`src/rtl/register_file_pkg.sv`:
```
// Shared defaults for the register file: widths, zero-register option, reset value and address legality.
package register_file_pkg;

  localparam int DEF_DATA_WIDTH = 8;
  localparam int DEF_ADDR_WIDTH = 3;
  localparam int DEF_ZERO_REG   = 0;
  localparam logic RESET_BIT    = 1'b0;

  // An address is usable when it maps onto an implemented register that is not the hardwired zero.
  function automatic logic addr_valid(input int unsigned addr, input int unsigned num_regs,
                                      input logic zero_reg);
    return (addr < num_regs) && !(zero_reg && (addr == 0));
  endfunction

endpackage

```
`src/rtl/regfile_cell.sv`:
```
// One storage word of the register file: async active-low reset, synchronous clear (priority) and load.
module regfile_cell
  import register_file_pkg::*;
#(
  parameter int DATA_WIDTH = DEF_DATA_WIDTH
) (
  input  logic                  clk,
  input  logic                  reset_n,
  input  logic                  clear,
  input  logic                  load,
  input  logic [DATA_WIDTH-1:0] d,
  output logic [DATA_WIDTH-1:0] q
);

  always_ff @(posedge clk or negedge reset_n) begin
    if (!reset_n)   q <= {DATA_WIDTH{RESET_BIT}};
    else if (clear) q <= {DATA_WIDTH{RESET_BIT}};
    else if (load)  q <= d;
  end

endmodule

```
`src/rtl/register_file.sv`:
```
// Multi-register storage: one synchronous write port, two combinational read ports.
// Define REGFILE_BYPASS_EN to forward same-cycle write data (and clear) onto the read ports.
module register_file
  import register_file_pkg::*;
#(
  parameter int DATA_WIDTH = DEF_DATA_WIDTH,
  parameter int ADDR_WIDTH = DEF_ADDR_WIDTH,
  parameter int NUM_REGS   = (1 << ADDR_WIDTH),
  parameter int ZERO_REG   = DEF_ZERO_REG
) (
  input  logic                  clk,
  input  logic                  reset_n,
  input  logic                  clear,
  input  logic                  we,
  input  logic [ADDR_WIDTH-1:0] waddr,
  input  logic [DATA_WIDTH-1:0] wdata,
  input  logic [ADDR_WIDTH-1:0] raddr_a,
  output logic [DATA_WIDTH-1:0] rdata_a,
  input  logic [ADDR_WIDTH-1:0] raddr_b,
  output logic [DATA_WIDTH-1:0] rdata_b
);

  logic [NUM_REGS-1:0][DATA_WIDTH-1:0] regs;
  logic [NUM_REGS-1:0]                 load;
  logic                                write_ok;

  assign write_ok = we && addr_valid(32'(waddr), NUM_REGS, ZERO_REG != 0);

  always_comb begin
    load = '0;
    for (int i = 0; i < NUM_REGS; i++) begin
      load[i] = write_ok && (waddr == ADDR_WIDTH'(i));
    end
  end

  for (genvar g = 0; g < NUM_REGS; g++) begin : g_cell
    regfile_cell #(.DATA_WIDTH(DATA_WIDTH)) u_cell (
      .clk     (clk),
      .reset_n (reset_n),
      .clear   (clear),
      .load    (load[g]),
      .d       (wdata),
      .q       (regs[g])
    );
  end

  // Unmapped addresses and the hardwired zero register read as 0.
  function automatic logic [DATA_WIDTH-1:0] read_port(
    input logic [ADDR_WIDTH-1:0]             raddr,
    input logic [NUM_REGS-1:0][DATA_WIDTH-1:0] stored
  );
    logic [DATA_WIDTH-1:0] r;
    r = '0;
    if (addr_valid(32'(raddr), NUM_REGS, ZERO_REG != 0)) begin
      for (int i = 0; i < NUM_REGS; i++) begin
        if (raddr == ADDR_WIDTH'(i)) r = stored[i];
      end
    end
`ifdef REGFILE_BYPASS_EN
    // Forwarding is suppressed during reset so the ports stay at 0 while reset_n is low.
    if (reset_n && clear)                           r = '0;
    else if (reset_n && write_ok && waddr == raddr) r = wdata;
`endif
    return r;
  endfunction

  assign rdata_a = read_port(raddr_a, regs);
  assign rdata_b = read_port(raddr_b, regs);

endmodule

```
`config.mk`:
```
export PLATFORM = sky130hd
export DESIGN_NAME = register_file
export DESIGN_NICKNAME = d
export VERILOG_FILES = /design/src/rtl/register_file_pkg.sv /design/src/rtl/regfile_cell.sv /design/src/rtl/register_file.sv
export SDC_FILE = /design/constraint.sdc
export NUM_CORES = 1
export LEC_CHECK = 0
export CORE_ASPECT_RATIO = 0.7
export CORE_MARGIN = 2
export CORE_UTILIZATION = 30
export DETAILED_ROUTE_END_ITERATION = 6
export PLACE_DENSITY_LB_ADDON = 0.08
export SYNTH_ARGS = -nofsm -noshare
export SYNTH_HDL_FRONTEND = slang
export SYNTH_SLANG_ARGS = --single-unit
```
`constraint.sdc`:
```
create_clock -name clk -period 3.4 [get_ports clk]
set_input_delay 0.68 -clock clk [delete_from_list [all_inputs] [get_ports clk]]
set_output_delay 0.68 -clock clk [all_outputs]
set_load 0.02 [all_outputs]
```
Metal layers overlaid:
(3 px per um) Two of the layers only.
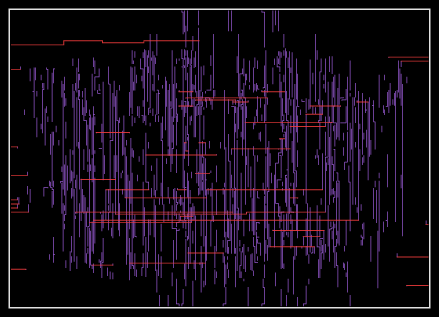
metal 2 -> purple  # wire length 5750 um
metal 3 -> red  # wire length 746 um

Signal metal coverage by tile:
(2 px per um) 28 x 20 tiles, from dark purple (low) to yellow (high), scaled to the fullest tile. Values are wire area over tile area, all layers added.
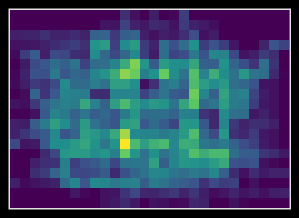
mean over tiles = 0.15
nearly empty tiles = 18%
tiles over half the peak = 13%
wire per inst: 19.9 um
Total GRT Usage: 19.6%
total length of routed wires: 12900 um

==> qor.yml <==
status: "finished clean"
buffer_area_share_pct: 13.7
buffers_excl_clock: 71
ys_seq_share_pct: 41.4
power_frac_clock_pct: 46.2
rr_startpoint: "g_cell[1].u_cell.q[1]$_DFFE_PN0P_"
simple_gate_share_pct: 19.2
r2r_end: "g_cell[1].u_cell.q[1]$_DFFE_PN0P_"
power-top-group: "the clock network"
ys_cells: 434
diodes: 0
holdWs_ps: 420
place_inst: 631
io_pins: 37
crit_chain: "clkdlybuf4s50_1, buf_12, buf_4, mux2i_1, nor2_1, a31oi_1, o221ai_1, clkdlybuf4s50_1"
max_freq_mhz: 301
combPwrFrac_pct: 13.5
leakagePower_uw: 0.00209
p_total_uw: 1970
h-tree-depth: 3
syn_area_per_cell_um2: 8.91
p_seq_share_pct: 40.3
final_common_cell: "nand2_1"
fin_nets: 501
ant_nets: 0
fin_setup_tns_ps: 0
cts.root.buffer_cell: "clkbuf_16"
slew_violations: 0
ff2ff_setup_slack_ps: 2620
switching_share_pct: 25.3
min_path_type: "in2async"
instances_no_fill: 646
cp.depth: 8
syn_to_final_growth_pct: 25.4
adder_share_pct: 0
critPathLaunch: "raddr_b[0]"
warnings: 26
hpwl_um: 9050
dpl_cell_area_um2: 4550
setup_viol: 0
dominant_cells: "multi-input combinational cells"
mostFrequentLayoutCells: "nand2_1 (97), dfrtp_1 (64), a21oi_1 (46)"
ys_sh_xor_pct: 0
seq_area_share_pct: 33.0
seq_cell_power_uw: 793
reg2regPathDepth: 2
comb_area_um2: 2080
synth-edff-count: 0
drive_gt1_share_pct: 15.3
die_w_um: 140
hold_violations: 0
cts_sinks: 64
flop_area_um2: 1600
comb-power_uw: 266
crit_path_top_delay_cell: "clkdlybuf4s50_1"
peakVddDrop_uv: 225
chipArea_um2: 13800
antenna_found_initial: 0
vias_per_cell: 5.29
num_vias: 3416
cap_violations: 0
switching_power_uw: 499
critical_path.most_common_cell: "clkdlybuf4s50_1"
required_ps: 2720
yosys_warnings: 0
clockNetworkAreaShare_pct: 5.96
dr.pass1.iters: 5
worst_pin_slew_ps: 791
finalCritPeriodShare_pct: 97.6
layout_min_cycle_time_ps: 3320
worst_slack_ps: 80.6
path_delay_family: "buffers and inverters"
die_h_um: 99.0
numCtsBuffers: 9
ys.flops: 64
grt_pass1_vias: 3382
insertion_delay_ps: 320
synth_area_um2: 3870
cp-start-kind: "input pin"
cp_max_fo: 14
num-clock-buffers: 12
largest_reg_flops: 64
top_logic_kind: "simple AND/OR/NAND/NOR gates"
p_clk_uw: 908
synth_top_flop_cell: "dfrtp_1"
reg_top3: "g_cell.u_cell.q x64"
inverters: 4
drt_drc_violations_left: 0
fp_util_pct: 30.9
synthArstFlopShare_pct: 100
crit_type: "in2out"
rsz0062_at_grt: "false"
maxSlewHeadroom_pct: 47.2
ff_count: 64
cts_tree: "built"
place.gp.congestion: 0.882
grt_overflow_total: 0
grt_max_degree: 40
cts_max_path_buffers: 2
clkTransAtPathRegs_ps: 50
slowest_delay_ps: 570
final.fill_count: 1261
==> per-layer routing <==
metal	GRT usage [%]	wire length [um]	vias up
met3	4.76	746	11
met5	0	0	-
met1	29.0	6250	1702
met2	29.3	5750	85
met4	4.08	124	0
li1	-	-	1618
==> cells in the mapped netlist (6+ instances only) <==
master	n	area share, %
nor2b_1	8	1.3
dfrtp_1	64	41
nor2_1	40	3.9
o21ai_0	19	2.5
mux2i_1	39	10
buf_2	13	1.7
a21oi_1	46	6.0
a221o_1	6	1.6
a22oi_1	6	1.2
mux2_2	8	2.3
nand2_1	97	9.4
clkbuf_1	19	1.8
==> timing repair <==
item	CTS	global route
resized	12	6
pin swaps	0	0
hold endpoints to repair	0	0
endpoints found under the setup margin	10	5
buffers inserted	0	0
hold buffers	0	0
No activity file was given, so power comes from the tool's default toggle rates.
